Figure 1. M2 wires (run 1).
Cells faint in the background.
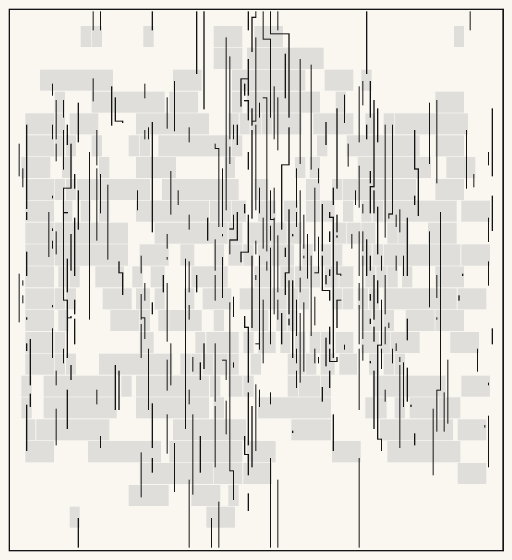
Figure 2. Metal 3 (run 1).
The bar under the picture is 20 µm long.
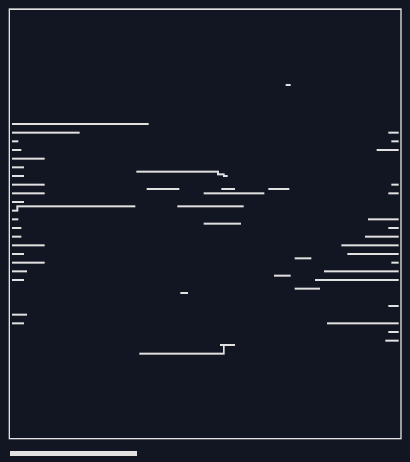
Figure 3. Placement by cell class (run 1).
Fill, decap, tap and diode cells in grey.
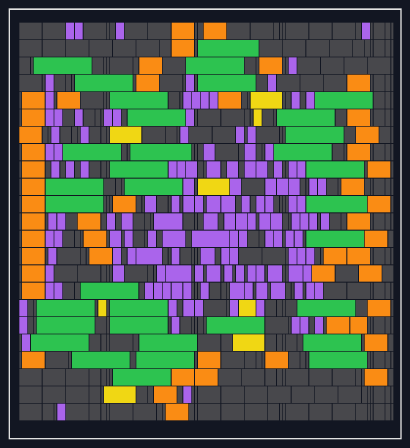
===== src/rtl/neuron_cmd_ctrl.sv =====
// -----------------------------------------------------------------------------
// neuron_cmd_ctrl
//
// Command and event controller placed after neuron_event_decode. The host
// strobe is synchronised with a three-flop chain, and each rising edge
// captures one decoded event. Tick and spike events are forwarded to the
// neuron core as one-cycle pulses, but only while the block is armed.
// Special commands act on a small configuration register file:
//   - soft reset: pulses soft_rst and restores the defaults
//   - arm: sets the armed state
//   - config write: updates one register, and only while disarmed
//
// Optional feature (macro NEURON_DROP_CNT_EN):
//   defined   : drop_cnt counts events dropped while disarmed, saturating at 255
//   undefined : no counter flops are built and drop_cnt is tied to 8'd0
//
// Ports:
//   clk, rst_n          clock, asynchronous active-low reset
//   ena                 design enable; strobe edges are ignored while low
//   strobe              asynchronous host strobe, one event per rising edge
//   is_tick, polarity   decoded event fields
//   addr[5:0]           decoded neuron address
//   cfg_op[1:0]         config opcode (0/1 threshold nibbles, 2 leak, 3 refrac)
//   cfg_arg[3:0]        config nibble
//   is_reset_cmd, is_arm_cmd, is_cfg_cmd   decoded command flags
//   tick_valid          one-cycle tick pulse
//   spike_valid         one-cycle spike pulse; spike_pol and spike_addr qualify it
//   soft_rst            one-cycle core clear pulse
//   armed               arm state
//   cfg_err             sticky flag: config write attempted while armed
//   cfg_threshold[7:0], cfg_leak[3:0], cfg_refrac[3:0]   config registers
//   drop_cnt[7:0]       saturating count of events dropped while disarmed
// -----------------------------------------------------------------------------
module neuron_cmd_ctrl #(
  parameter logic [7:0] THRESH_RST = 8'd16,
  parameter logic [3:0] LEAK_RST   = 4'd1,
  parameter logic [3:0] REFRAC_RST = 4'd2
) (
  input  logic       clk,
  input  logic       rst_n,
  input  logic       ena,
  input  logic       strobe,
  input  logic       is_tick,
  input  logic       polarity,
  input  logic [5:0] addr,
  input  logic [1:0] cfg_op,
  input  logic [3:0] cfg_arg,
  input  logic       is_reset_cmd,
  input  logic       is_arm_cmd,
  input  logic       is_cfg_cmd,
  output logic       tick_valid,
  output logic       spike_valid,
  output logic       spike_pol,
  output logic [5:0] spike_addr,
  output logic       soft_rst,
  output logic       armed,
  output logic       cfg_err,
  output logic [7:0] cfg_threshold,
  output logic [3:0] cfg_leak,
  output logic [3:0] cfg_refrac,
  output logic [7:0] drop_cnt
);

  // Action selected on a rise cycle; the enum encodes the priority order
  typedef enum logic [2:0] {
    ACT_NONE  = 3'd0,
    ACT_RESET = 3'd1,
    ACT_ARM   = 3'd2,
    ACT_CFG   = 3'd3,
    ACT_TICK  = 3'd4,
    ACT_SPIKE = 3'd5
  } act_e;

  logic       s1_r, s2_r, s3_r;
  logic [2:0] vld_r;
  logic       rise_s;
  act_e       act_s;

  logic       tick_valid_r,  tick_valid_nxt_s;
  logic       spike_valid_r, spike_valid_nxt_s;
  logic       spike_pol_r,   spike_pol_nxt_s;
  logic [5:0] spike_addr_r,  spike_addr_nxt_s;
  logic       soft_rst_r,    soft_rst_nxt_s;
  logic       armed_r,       armed_nxt_s;
  logic       cfg_err_r,     cfg_err_nxt_s;
  logic [7:0] thresh_r,      thresh_nxt_s;
  logic [3:0] leak_r,        leak_nxt_s;
  logic [3:0] refrac_r,      refrac_nxt_s;

  // Strobe synchroniser plus a post-reset fill tracker for the chain
  always_ff @(posedge clk or negedge rst_n) begin
    if (!rst_n) begin
      s1_r  <= 1'b0;
      s2_r  <= 1'b0;
      s3_r  <= 1'b0;
      vld_r <= 3'b000;
    end else begin
      s1_r  <= strobe;
      s2_r  <= s1_r;
      s3_r  <= s2_r;
      vld_r <= {vld_r[1:0], 1'b1};
    end
  end

  // The zero left in s3 by reset is not a real low sample. Without vld_r[2],
  // a strobe already high at reset release would look like a fresh edge.
  assign rise_s = s2_r & ~s3_r & ena & vld_r[2];

  // Priority decode of the captured event into exactly one action
  always_comb begin
    act_s = ACT_NONE;
    if (rise_s) begin
      if (is_reset_cmd) begin
        act_s = ACT_RESET;
      end else if (is_arm_cmd) begin
        act_s = ACT_ARM;
      end else if (is_cfg_cmd) begin
        act_s = ACT_CFG;
      end else if (is_tick) begin
        act_s = ACT_TICK;
      end else begin
        act_s = ACT_SPIKE;
      end
    end else begin
      act_s = ACT_NONE;
    end
  end

  // Next-state for pulses, arm/error state, spike payload and config file
  always_comb begin
    tick_valid_nxt_s  = 1'b0;
    spike_valid_nxt_s = 1'b0;
    soft_rst_nxt_s    = 1'b0;
    spike_pol_nxt_s   = spike_pol_r;
    spike_addr_nxt_s  = spike_addr_r;
    armed_nxt_s       = armed_r;
    cfg_err_nxt_s     = cfg_err_r;
    thresh_nxt_s      = thresh_r;
    leak_nxt_s        = leak_r;
    refrac_nxt_s      = refrac_r;
    case (act_s)
      ACT_RESET: begin
        soft_rst_nxt_s = 1'b1;
        armed_nxt_s    = 1'b0;
        cfg_err_nxt_s  = 1'b0;
        thresh_nxt_s   = THRESH_RST;
        leak_nxt_s     = LEAK_RST;
        refrac_nxt_s   = REFRAC_RST;
      end
      ACT_ARM: begin
        armed_nxt_s = 1'b1;
      end
      ACT_CFG: begin
        if (armed_r) begin
          cfg_err_nxt_s = 1'b1;
        end else begin
          case (cfg_op)
            2'd0:    thresh_nxt_s = {thresh_r[7:4], cfg_arg};
            2'd1:    thresh_nxt_s = {cfg_arg, thresh_r[3:0]};
            2'd2:    leak_nxt_s   = cfg_arg;
            2'd3:    refrac_nxt_s = cfg_arg;
            default: thresh_nxt_s = thresh_r;
          endcase
        end
      end
      ACT_TICK: begin
        if (armed_r) begin
          tick_valid_nxt_s = 1'b1;
        end else begin
          tick_valid_nxt_s = 1'b0;
        end
      end
      ACT_SPIKE: begin
        if (armed_r) begin
          spike_valid_nxt_s = 1'b1;
          spike_pol_nxt_s   = polarity;
          spike_addr_nxt_s  = addr;
        end else begin
          spike_valid_nxt_s = 1'b0;
        end
      end
      default: begin
        tick_valid_nxt_s = 1'b0;
      end
    endcase
  end

  // Output and configuration registers
  always_ff @(posedge clk or negedge rst_n) begin
    if (!rst_n) begin
      tick_valid_r  <= 1'b0;
      spike_valid_r <= 1'b0;
      spike_pol_r   <= 1'b0;
      spike_addr_r  <= 6'd0;
      soft_rst_r    <= 1'b0;
      armed_r       <= 1'b0;
      cfg_err_r     <= 1'b0;
      thresh_r      <= THRESH_RST;
      leak_r        <= LEAK_RST;
      refrac_r      <= REFRAC_RST;
    end else begin
      tick_valid_r  <= tick_valid_nxt_s;
      spike_valid_r <= spike_valid_nxt_s;
      spike_pol_r   <= spike_pol_nxt_s;
      spike_addr_r  <= spike_addr_nxt_s;
      soft_rst_r    <= soft_rst_nxt_s;
      armed_r       <= armed_nxt_s;
      cfg_err_r     <= cfg_err_nxt_s;
      thresh_r      <= thresh_nxt_s;
      leak_r        <= leak_nxt_s;
      refrac_r      <= refrac_nxt_s;
    end
  end

`ifdef NEURON_DROP_CNT_EN
  logic [7:0] drop_cnt_r, drop_cnt_nxt_s;

  // Drop counter: cleared by reset cmd, saturating increment on disarmed events
  always_comb begin
    drop_cnt_nxt_s = drop_cnt_r;
    if (act_s == ACT_RESET) begin
      drop_cnt_nxt_s = 8'd0;
    end else if (((act_s == ACT_TICK) || (act_s == ACT_SPIKE)) && !armed_r
                 && (drop_cnt_r != 8'hFF)) begin
      drop_cnt_nxt_s = drop_cnt_r + 8'd1;
    end else begin
      drop_cnt_nxt_s = drop_cnt_r;
    end
  end

  // Drop counter register
  always_ff @(posedge clk or negedge rst_n) begin
    if (!rst_n) begin
      drop_cnt_r <= 8'd0;
    end else begin
      drop_cnt_r <= drop_cnt_nxt_s;
    end
  end

  assign drop_cnt = drop_cnt_r;
`else
  assign drop_cnt = 8'd0;
`endif

  assign tick_valid    = tick_valid_r;
  assign spike_valid   = spike_valid_r;
  assign spike_pol     = spike_pol_r;
  assign spike_addr    = spike_addr_r;
  assign soft_rst      = soft_rst_r;
  assign armed         = armed_r;
  assign cfg_err       = cfg_err_r;
  assign cfg_threshold = thresh_r;
  assign cfg_leak      = leak_r;
  assign cfg_refrac    = refrac_r;

endmodule


===== config.mk =====
export PLATFORM = sky130hd
export DESIGN_NAME = neuron_cmd_ctrl
export DESIGN_NICKNAME = d
export VERILOG_FILES = /design/src/rtl/neuron_cmd_ctrl.sv
export SDC_FILE = /design/constraint.sdc
export NUM_CORES = 1
export LEC_CHECK = 0
export ABC_AREA = 1
export CAP_MARGIN = 20
export CORE_ASPECT_RATIO = 1.1
export CORE_UTILIZATION = 40
export DETAILED_ROUTE_END_ITERATION = 12
export PLACE_DENSITY = 0.84
export SKIP_CTS_REPAIR_TIMING = 1
export SLEW_MARGIN = 10
export SYNTH_ARGS = -nofsm -noshare
export SYNTH_HDL_FRONTEND = slang
export SYNTH_SLANG_ARGS = --single-unit

===== constraint.sdc =====
create_clock -name clk -period 3.2 [get_ports clk]
set_clock_uncertainty 0.2 [all_clocks]
set_input_delay 0.64 -clock clk [delete_from_list [all_inputs] [get_ports clk]]
set_output_delay 0.64 -clock clk [all_outputs]
set_load 0.05 [all_outputs]

==> results.yml, run 1 <==
# implementation run metrics
outcome:
  outcome: "completed"
worst_hold_path:
  hold_depth: 0
  hold_end: "vld_r[2]"
  hold_path_class: "reg -> reg"
  hold_path_startpoint: "vld_r[1]"
die:
  ioPinCount: 57
  fp-utilization: 0.420
  die_x_um: 61.3
  die.size.y_um: 67.2
  die_area_um2: 4120
sta:
  timing.hold.ws_ns: 0.150
  period_needed_ns: 2.45
  finalMaxSlewViolations: 0
  finalSetupViolCount: 0
  final.setup.tns_ns: 0
  slew_headroom: 0.659
  hold_viol: 0
  max_freq_mhz: 409
  tightest_slew_ns: 0.510
  period_used_share: 0.764
  rsz0062_at_grt: "false"
critical_path:
  max_stage_delay_ns: 0.79
  crit_slowest_cell: "clkdlybuf4s50_1"
  critPathArrivalTime_ns: 1.61
  r2r_end: "cfg_refrac[2]"
  criticalPathCategory: "reg -> out"
  r2r_start: "s2_r"
  crit_family: "buffers and inverters"
  critPathMaxFanout: 2
  cp_num_buf_inv: 1
  required_ns: 2.36
  cp.depth: 1
  worstPathCellList: "clkdlybuf4s50_1"
  worstRegToRegCells: 7
  r2r_slack_ns: 1.50
  end_kind: "output port"
logic_synthesis:
  synthMuxAreaShare: 0
  yosysSeqAreaShare: 0.553
  area_leaders: "dfrtp_1 50%, nand2_1 17%, nand3_1 5.5%, dfstp_2 5.1%, nand4_1 4.0%"
  common_cells: "68 x nand2_1, 31 x dfrtp_1, 17 x nand3_1, 14 x inv_1, 12 x nor2_1"
  synth-compound-area-share: 0.0267
  postSynthAreaPerCell_um2: 8.59
  ys_area_um2: 1550
  flop_cell: "dfrtp_1"
  syn-cell-area_um2: 1550
  ys_warn_count: 0
  edf_count: 0
  top_logic_kind: "simple AND/OR/NAND/NOR gates"
  yosysUniqueCellTypes: 19
  ys_cells: 180
  synth_cells: 180
  xor_area_frac: 0
  adder_share: 0
  most_common_cell: "nand2_1"
  ys_ff: 34
  synth-async-reset-ratio: 1.00
  top_area_frac: 0.502
place:
  io_buffers: 48
  gp_congestion: 0.871
  dpl_cell_area_um2: 2040
  place_inst: 276
finish:
  n_antenna_cell: 0
  stdcell_count: 284
  area_growth_pct: 37.2
  fin_nets: 254
global_routing:
  grt_max_degree: 35
  grt_busiest_layer: "met2"
  grt_pass1_wl_um: 5170
  grt_pass1_vias: 1292
  gr-total-overflow: 0
  grt_usage: 0.176
  met1_usage: 0.192
  antenna_found_initial: 0
cts:
  numCtsBuffers: 5
  clockBufferDepth: 2
  clk_pin_slew_worst_paths_ns: 0.07
  cts_tree: "yes"
  cts.sinks: 34
  cts.htree.levels: 2
  clk_latency_ns: 0.28
route:
  drcViolationCount: 0
  wire_per_inst_um: 10.9
  dr.pass1.iters: 4
flow_run:
  warnings: 26
  cap_violations: 0
power:
  ir_drop_mv: 0.287
  p_leak_nw: 1.05
  power.total_uw: 987
## Picture notes: Figure 1
share of all routed wire: 46%
wire length on this layer: 1430 µm
main direction: vertical
GRT met2 Usage: 0.293
via count: 1338
final WL: 3100 µm

## Picture notes: Figure 2
share of all routed wire: 7.9%
wire length on this layer: 244 µm
GRT met3 Usage: 0.0747

## Picture notes: Figure 3
| colour | class | cells | share of their area |
|---|---|---|---|
| purple | combinational and other logic | 143 | 31% |
| green | flops | 34 | 41% |
| orange | other buffers and delay cells | 49 | 24% |
| yellow | clock drivers and dummy loads | 8 | 4.1% |
core area: 3680 µm²
# rows: 23

[run 1: cell families (layout without fill, tap and decap cells)]
| group | Yosys count | after routing |
|---|---|---|
| and+or+nand+nor | 112 | 112 |
| AOI/OAI and AO/OA | 6 | 6 |
| DFF | 34 | 34 |
| buffers and inverters | 26 | 73 |
| other | 2 | 9 |
[run 1: routing by layer]
layer	share of wire	up-vias
met5	0	-
met4	0.017	0
met3	0.078	6
met2	0.46	60
met1	0.44	611
li1	-	661
[run 1: placed cells by master (no fill, tap or decap)]
cell type | netlist | final
clkbuf_8 | 1 | 5
clkinvlp_4 | 0 | 1
a21oi_1 | 2 | 2
nand4_2 | 1 | 1
clkdlybuf4s50_1 | 0 | 48
nor2_1 | 12 | 12
nand2_1 | 68 | 68
nand4_1 | 10 | 10
buf_4 | 8 | 1
inv_1 | 14 | 14
dfstp_2 | 3 | 3
nand3_2 | 1 | 1
a21oi_4 | 1 | 1
inv_2 | 2 | 2
dfrtp_1 | 31 | 31
conb_1 | 2 | 9
o21ai_0 | 3 | 3
nand3_1 | 17 | 17
nor2_4 | 2 | 2
nor3_1 | 1 | 1
clkbuf_1 | 0 | 2
[run 1: area by class of cell]
cell class              instances  area [µm²]
flip-flops and latches         34         855
clock inverters                 1        7.51
clock buffers                   7        76.3
fillers                       373        1560
multi-input cells             127         573
inverters                      16        60.1
repair buffers                 49         488
well taps                      50        62.6
[run 1: per-stage QoR]
| stage | util | worst slack, ns |
|---|---|---|
| 5_1_grt | 0.576 | 0.699 |
| 4_1_cts | 0.576 | 0.735 |
| 3_3_place_gp | 0.553 | 0.735 |
| 6_report | 0.576 | 0.754 |
| 2_1_floorplan | - | 1.46 |
| 3_5_place_dp | 0.553 | 0.680 |
[run 1: how the worst max path moves through the flow]
stage	startpoint	to	slack, ns
after floorplan	is_cfg_cmd	cfg_threshold[0]	1.46
after global placement	is_arm_cmd	cfg_threshold[1]	0.73
after detailed placement	is_arm_cmd	cfg_leak[2]	0.68
after CTS	cfg_threshold[4]	cfg_threshold[4]	0.74
after global routing	cfg_refrac[1]	cfg_refrac[1]	0.70
final	cfg_threshold[4]	cfg_threshold[4]	0.75
[run 1: where the power goes]
group | internal (mW) | total, mW | switching (mW)
clock network | 0.154 | 0.295 | 0.142
logic | 0.0698 | 0.215 | 0.145
registers | 0.461 | 0.476 | 0.0155
[run 1: flip-flops by register name (all words and copies together), names as in the netlist]
name and cells:
cfg_threshold 8, spike_addr 6, cfg_leak 4, cfg_refrac 4, vld_r 3, armed 1, cfg_err 1, s1_r 1
s2_r 1, s3_r 1, soft_rst 1, spike_pol 1, spike_valid 1, tick_valid 1
==> inputs of run 2 (changes only) <==
CORE_UTILIZATION = 39   (was 40)
PLACE_DENSITY = 0.85   (was 0.84)
clock period = 2.2 ns   (was 3.2 ns; I/O delays follow)
Figure 4. Placement by cell class (run 2).
Fill, decap, tap and diode cells in grey.
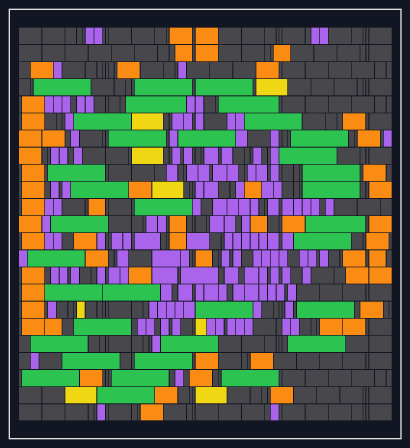
| colour | class | cells | share of their area |
|---|---|---|---|
| purple | combinational and other logic | 143 | 30% |
| green | flops | 34 | 41% |
| orange | other buffers and delay cells | 54 | 25% |
| yellow | clock drivers and dummy loads | 8 | 4.4% |
core area: 3710 µm²
fraction of area in registers: 0.396

Figure 5. M2 wires (run 2).
Cells faint in the background.
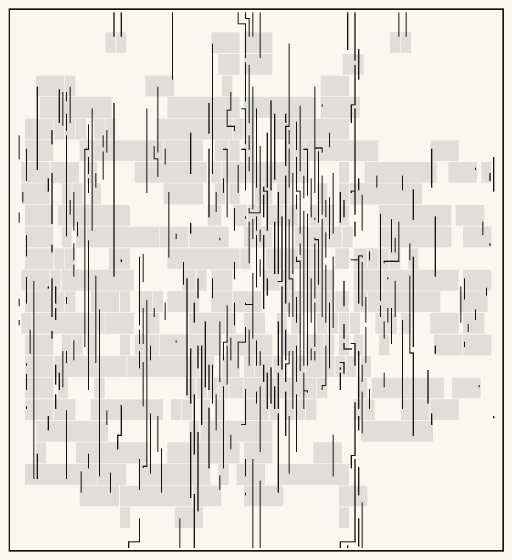
longest straight run: 24.8 µm
wire length on this layer: 1490 µm
via count: 1357
GRT met2 Usage: 0.277
final WL: 3180 µm

==> results.yml, run 2 <==
# implementation run metrics
outcome:
  outcome: "completed"
route:
  drcViolationCount: 0
global_routing:
  grt_usage: 0.176
  grt_pass1_vias: 1224
  grt_max_degree: 35
sta:
  hold_viol: 0
  max_freq_mhz: 477
  rsz0062_at_grt: "false"
  period_needed_ns: 2.10
  period_used_share: 0.954
  slew_headroom: 0.658
critical_path:
  cp_num_buf_inv: 1
  max_stage_delay_ns: 0.81
  worstPathCellList: "clkdlybuf4s50_1"
  end_kind: "output port"
  criticalPathCategory: "reg -> out"
logic_synthesis:
  ys_warn_count: 0
  most_common_cell: "nand2_1"
  edf_count: 0
  synth-async-reset-ratio: 1.00
  flop_cell: "dfrtp_1"
  synth_cells: 180
  common_cells: "68 x nand2_1, 31 x dfrtp_1, 17 x nand3_1, 14 x inv_1, 12 x nor2_1"
finish:
  fin_nets: 259
  stdcell_count: 289
  comb_area_um2: 573
  area_growth_pct: 39.5
  num-fill-cells: 319
  final_cell_mix: "68 x nand2_1, 44 x clkdlybuf4s50_1, 31 x dfrtp_1"
place:
  pre_cts_slack_ns: 0.0545
  io_buffers: 48
  gp_congestion: 0.866
cts:
  cts_tree: "yes"
  cts.sinks: 34
  clk_pin_slew_worst_paths_ns: 0.06
power:
  ir_drop_mv: 0.479
  power.total_mw: 1.47
  p_leak_nw: 1.09
  swShare: 0.304
flow_run:
  warnings: 26
die:
  die.size.y_um: 68.0
  die_area_um2: 4220
## run 2: worst paths after layout
kind	start	end	slack, ns	depth (start not counted)
worst max register to register	s2_r	cfg_threshold[6]	0.63	7
worst max-delay path	spike_addr[4]	spike_addr[4]	0.10	1
max in group asynchronous	rst_n	cfg_leak[0]	1.12	2
worst min-delay path	s1_r	s2_r	0.15	0
min in group asynchronous	rst_n	vld_r[0]	0.35	2
worst min register to register	s1_r	s2_r	0.15	0
## run 2: cell type report
type / instances / share of cell area
clock inverter: 1 / 0.00232
sequential: 34 / 0.396
multi-input combinational: 127 / 0.266
inverter: 16 / 0.0278
clock buffer: 7 / 0.0400
tap: 50 / 0.0290
timing repair buffer: 54 / 0.239
## run 2: per-layer routing
| layer | vias up | global-route usage | share of wire |
|---|---|---|---|
| met3 | 7 | 0.0699 | 0.079 |
| met1 | 630 | 0.210 | 0.43 |
| li1 | 673 | - | - |
| met5 | - | 0 | 0 |
| met4 | 0 | 0.0750 | 0.018 |
| met2 | 47 | 0.277 | 0.47 |
## run 2: logic make-up (layout without fill, tap and decap cells)
kind of cell / count (synthesis) / after routing / synth area share
flops: 34 / 34 / 0.553
other cells: 2 / 9 / 0.00486
simple gates: 112 / 112 / 0.322
compound gates: 6 / 6 / 0.0267
buf+inv: 26 / 78 / 0.0939
## run 2: power by group through the flow
stage | combinational (mW) | sequential [mW] | clock [mW]
2_1_floorplan | 0.0990 | 0.810 | 0
3_3_place_gp | 0.310 | 0.704 | 0
3_5_place_dp | 0.314 | 0.704 | 0
4_1_cts | 0.315 | 0.693 | 0.480
5_1_grt | 0.337 | 0.698 | 0.515
6_report | 0.312 | 0.694 | 0.462
## run 2: through the flow
step,util,hold WS [ns],cell area (µm²)
finish,0.581,0.148,2160
detailed placement,0.556,0.136,2070
floorplan,-,-0.0556,1570
CTS,0.581,0.151,2160
global placement,0.556,0.133,2070
global route,0.581,0.156,2160
==> inputs of run 3 (changes only) <==
TNS_END_PERCENT = 5   (was default)
Figure 6. Metal 3 (run 3).
The bar under the picture is 20 µm long.
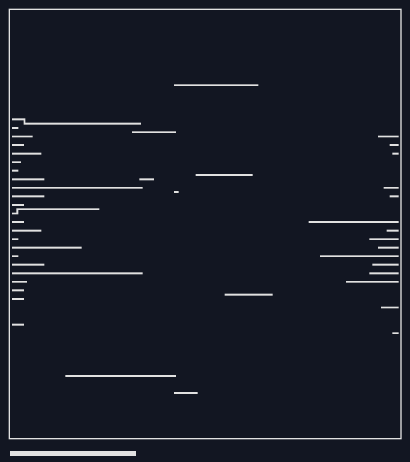
nets with wire on the layer: 41
longest straight run: 20.5 µm
GRT met3 Usage: 0.0699

Figure 7. Wires at chosen ports, followed through buffers (run 3).
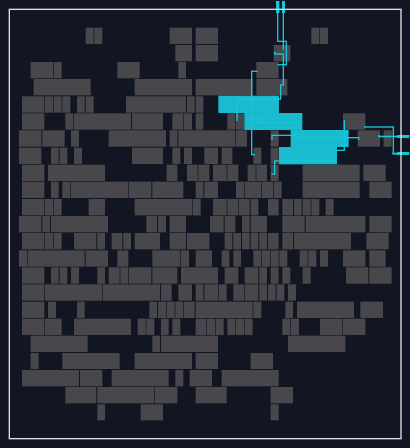
| colour | port | bits | direction | end cells | buffers | wire |
|---|---|---|---|---|---|---|
| cyan | cfg_leak | 4 | output | 4 | 4 | 106 µm |
IO Port Bufs: 48
I/O pin cnt: 57

==> results.yml, run 3 <==
# implementation run metrics
cts:
  clk_pin_slew_worst_paths_ns: 0.06
  cts.sinks: 34
  cts_tree: "yes"
  clockBufferDepth: 2
  numCtsBuffers: 5
  root_buffer: "clkbuf_8"
critical_path:
  worstRegToRegCells: 7
  max_stage_delay_ns: 0.81
  critPathLaunchType: "flop"
  worstPathCellList: "clkdlybuf4s50_1"
  crit_slowest_cell: "clkdlybuf4s50_1"
  cp.depth: 1
  criticalPathCategory: "reg -> out"
  end_kind: "output port"
  cp_num_buf_inv: 1
logic_synthesis:
  synth-async-reset-ratio: 1.00
  most_common_cell: "nand2_1"
  top_area_cell: "dfrtp_1"
  common_cells: "68 x nand2_1, 31 x dfrtp_1, 17 x nand3_1, 14 x inv_1, 12 x nor2_1"
  ys_warn_count: 0
  postSynthAreaPerCell_um2: 8.59
  synth_cells: 180
  ys_area_um2: 1550
  flop_cell: "dfrtp_1"
  top_area_frac: 0.502
  syn-cell-area_um2: 1550
  edf_count: 0
die:
  std_cell_rows: 23
  core_area_um2: 3710
  die.size.y_um: 68.0
  die_area_um2: 4220
global_routing:
  grt_usage: 0.176
  grt_max_degree: 35
  gr-total-overflow: 0
  grt_pass1_wl_um: 5260
  grt_pass1_vias: 1224
outcome:
  outcome: "completed"
sta:
  hold_viol: 0
  rsz0062_at_grt: "false"
  period_used_share: 0.954
  max_freq_mhz: 477
  slew_headroom: 0.658
  period_needed_ns: 2.10
finish:
  stdcell_area_um2: 2160
  area_growth_pct: 39.5
  final_cell_mix: "68 x nand2_1, 44 x clkdlybuf4s50_1, 31 x dfrtp_1"
  utilization: 0.581
  num-fill-cells: 319
  fin_nets: 259
  n_antenna_cell: 0
place:
  dpl_cell_area_um2: 2070
  gp_congestion: 0.866
  hpwl_um: 2390
flow_run:
  warnings: 26
route:
  vias: 1357
  dr.pass1.iters: 4
  drt_wl_total_um: 3180
  drcViolationCount: 0
  drt_iter0_drc: 54
power:
  ir_drop_mv: 0.479
  p_leak_nw: 1.09
worst_hold_path:
  hold_depth: 0
-- run 3: metal layers --
metal  GRT usage  part of all wire  routed length [µm]  up-vias
li1            -                 -                   -      673
met1       0.210              0.43                1380      630
met2       0.277              0.47                1490       47
met3      0.0699             0.079                 250        7
met4      0.0750             0.018                  57        0
met5           0                 0                   0        -
-- run 3: layout make-up --
class                   instances  area (µm²)  share of cell area
well taps                      50        62.6              0.0290
repair buffers                 54         515               0.239
multi-input cells             127         573               0.266
clock inverters                 1        5.00             0.00232
clock buffers                   7        86.3              0.0400
inverters                      16        60.1              0.0278
flip-flops and latches         34         855               0.396
-- run 3: final timing paths --
check | startpoint | to | slack [ns]
min in group asynchronous | rst_n | vld_r[0] | 0.35
setup reg to reg | s2_r | cfg_threshold[6] | 0.63
max in group asynchronous | rst_n | cfg_leak[0] | 1.12
hold reg to reg | s1_r | s2_r | 0.15
setup / recovery | spike_addr[4] | spike_addr[4] | 0.10
hold / removal | s1_r | s2_r | 0.15
-- run 3: power breakdown --
part / leakage, nW / switching (mW) / internal [mW]
sequential: 0.446 / 0.0241 / 0.670
clock: 0.0482 / 0.210 / 0.252
combinational: 0.597 / 0.213 / 0.0990
-- run 3: logic make-up (layout without fill, tap and decap cells) --
family          after synthesis  count (layout)  synth area share
flops                        34              34             0.553
simple gates                112             112             0.322
buf+inv                      26              78            0.0939
compound gates                6               6            0.0267
other cells                   2               9           0.00486
-- run 3: through the flow --
step                      worst slack, ns  total power, mW  std cells  hold slack [ns]
final                               0.102             1.47        289            0.148
after global routing               0.0463             1.55        289            0.156
after CTS                          0.0894             1.49        289            0.151
after detailed placement           0.0545             1.02        281            0.136
after global placement             0.0929             1.01        281            0.133
after floorplan                     0.613            0.909        187          -0.0556
Power is estimated from default activity; no workload was simulated.
